PDN straps and rails:
Drawn at 2 px/um. Pins as bars on the die edge. Tap cells in grey.
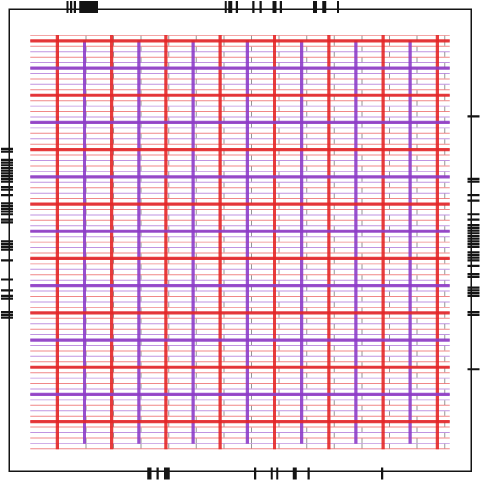
Cells coloured by class:
Drawn at 2 px/um. Fill, decap, tap and diode cells in grey.
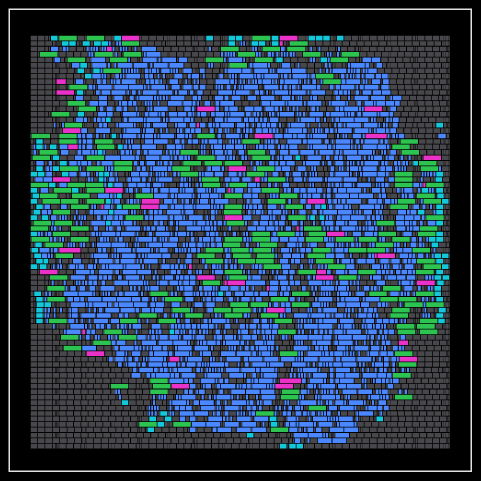
Clock distribution:
Drawn at 1.5 px/um.
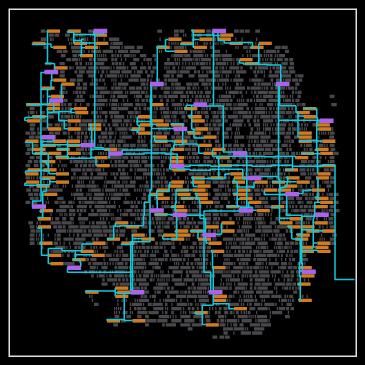
Wiring by layer:
Drawn at 2 px/um.
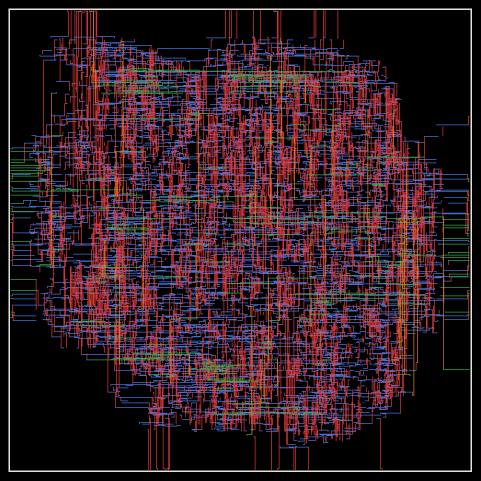
Congestion heat map:
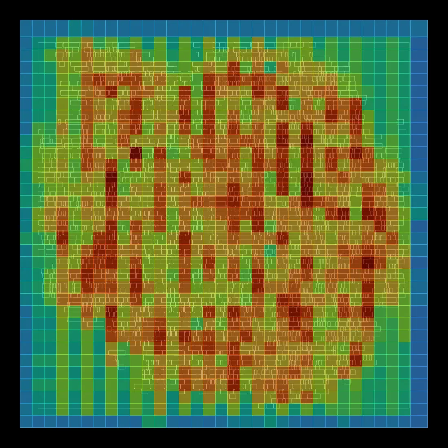
==> config.mk <==
export PLATFORM = sky130hd
export DESIGN_NAME = image_blend_stage
export DESIGN_NICKNAME = d
export VERILOG_FILES = /design/src/rtl/blend_pkg.sv /design/src/rtl/blend_channel.sv /design/src/rtl/image_blend_stage.sv
export SDC_FILE = /design/constraint.sdc
export NUM_CORES = 2
export LEC_CHECK = 0
export CAP_MARGIN = 20
export CORE_MARGIN = 10
export CORE_UTILIZATION = 55
export CTS_BUF_LIST = sky130_fd_sc_hd__clkbuf_8 sky130_fd_sc_hd__clkbuf_16
export DETAILED_ROUTE_END_ITERATION = 16
export GPL_TIMING_DRIVEN = 1
export HOLD_SLACK_MARGIN = 0.06
export PLACE_DENSITY = 0.79
export SLEW_MARGIN = 20
export SYNTH_ARGS = -nofsm -noshare
export SYNTH_HDL_FRONTEND = slang
export SYNTH_SLANG_ARGS = --single-unit
export TNS_END_PERCENT = 20
==> constraint.sdc <==
create_clock -name clk -period 14 [get_ports clk]
set_input_delay 2.8 -clock clk [delete_from_list [all_inputs] [get_ports clk]]
set_output_delay 2.8 -clock clk [all_outputs]
set_load 0.01 [all_outputs]
==> results.yml <==
# physical design summary
worst_setup_path:
  cp.depth: 4
  reg2reg_slack_ns: 7.42
hold_path:
  hold_class: "reg2reg"
clock_network:
  post-cts-setup-buffers: 0
final_timing:
  grt_setup_unrepaired: "false"
  fin_crit_ns: 7.48
  fin_tns_setup_ns: 0
  report.final.setup_viol: 0
yosys:
  ys_seq_share_pct: 21.0
  syn-cell-area_sq_um: 24300
  common_cells: "481 x nand2_1, 439 x inv_1, 296 x fa_1"
  mux_area_share_pct: 0.730
cells_and_area:
  nets: 3410
  inverters: 440
  diodes: 0
  flops: 204
  finalNonFillerCells: 3382
  buf_share_pct: 4.43
  finalInstanceArea_sq_um: 26600
route:
  drc_errors: 0
  drtPass1Iterations: 7
global_route:
  grt_max_degree: 139
run_status:
  outcome: "finished clean"
-- 'PDN straps and rails' (at the start) --
[VSS] red
[VDD] purple
tap cells: 585
signal pins: 103
met5 straps: 15
rows: 76
Core ar.: 43,400 sq um
Die Ht: 230 um

-- 'cells coloured by class' (at the start) --
[flip-flops] green | cells: 204
[clock drivers and dummy loads] magenta | cells: 48
[all other logic] blue | cells: 2,422
[other buffers and delay cells] cyan | cells: 123
Final Util: 61.4%
site row count: 76
flop share of the area: 19.2%

-- 'clock distribution' (at the start) --
[flip-flops] orange | count: 204
[cells driving clock nets] purple | count: 26
[clock wires] cyan | length: 3,400 um
routed clock nets: 27
Insertion Delay late pin: 0.56 ns
Clock Skew: 0.0116 ns

-- 'wiring by layer' (at the start) --
[met2] red | wire length: 28.0 mm
[met3] green | wire length: 3,030 um
[met1] blue | wire length: 22.8 mm
[met4] orange | wire length: 1,770 um
Total Wirelength: 55,600 um
Vias: 18,300
drt wl/cell: 16.4 um
total track usage: 21.2%

-- 'congestion heat map' (at the start) --
GR Layer Usage met1: 25.6%
grt met2 use: 38.1%
GRT busiest layer: met2
met3 usage: 3.08%

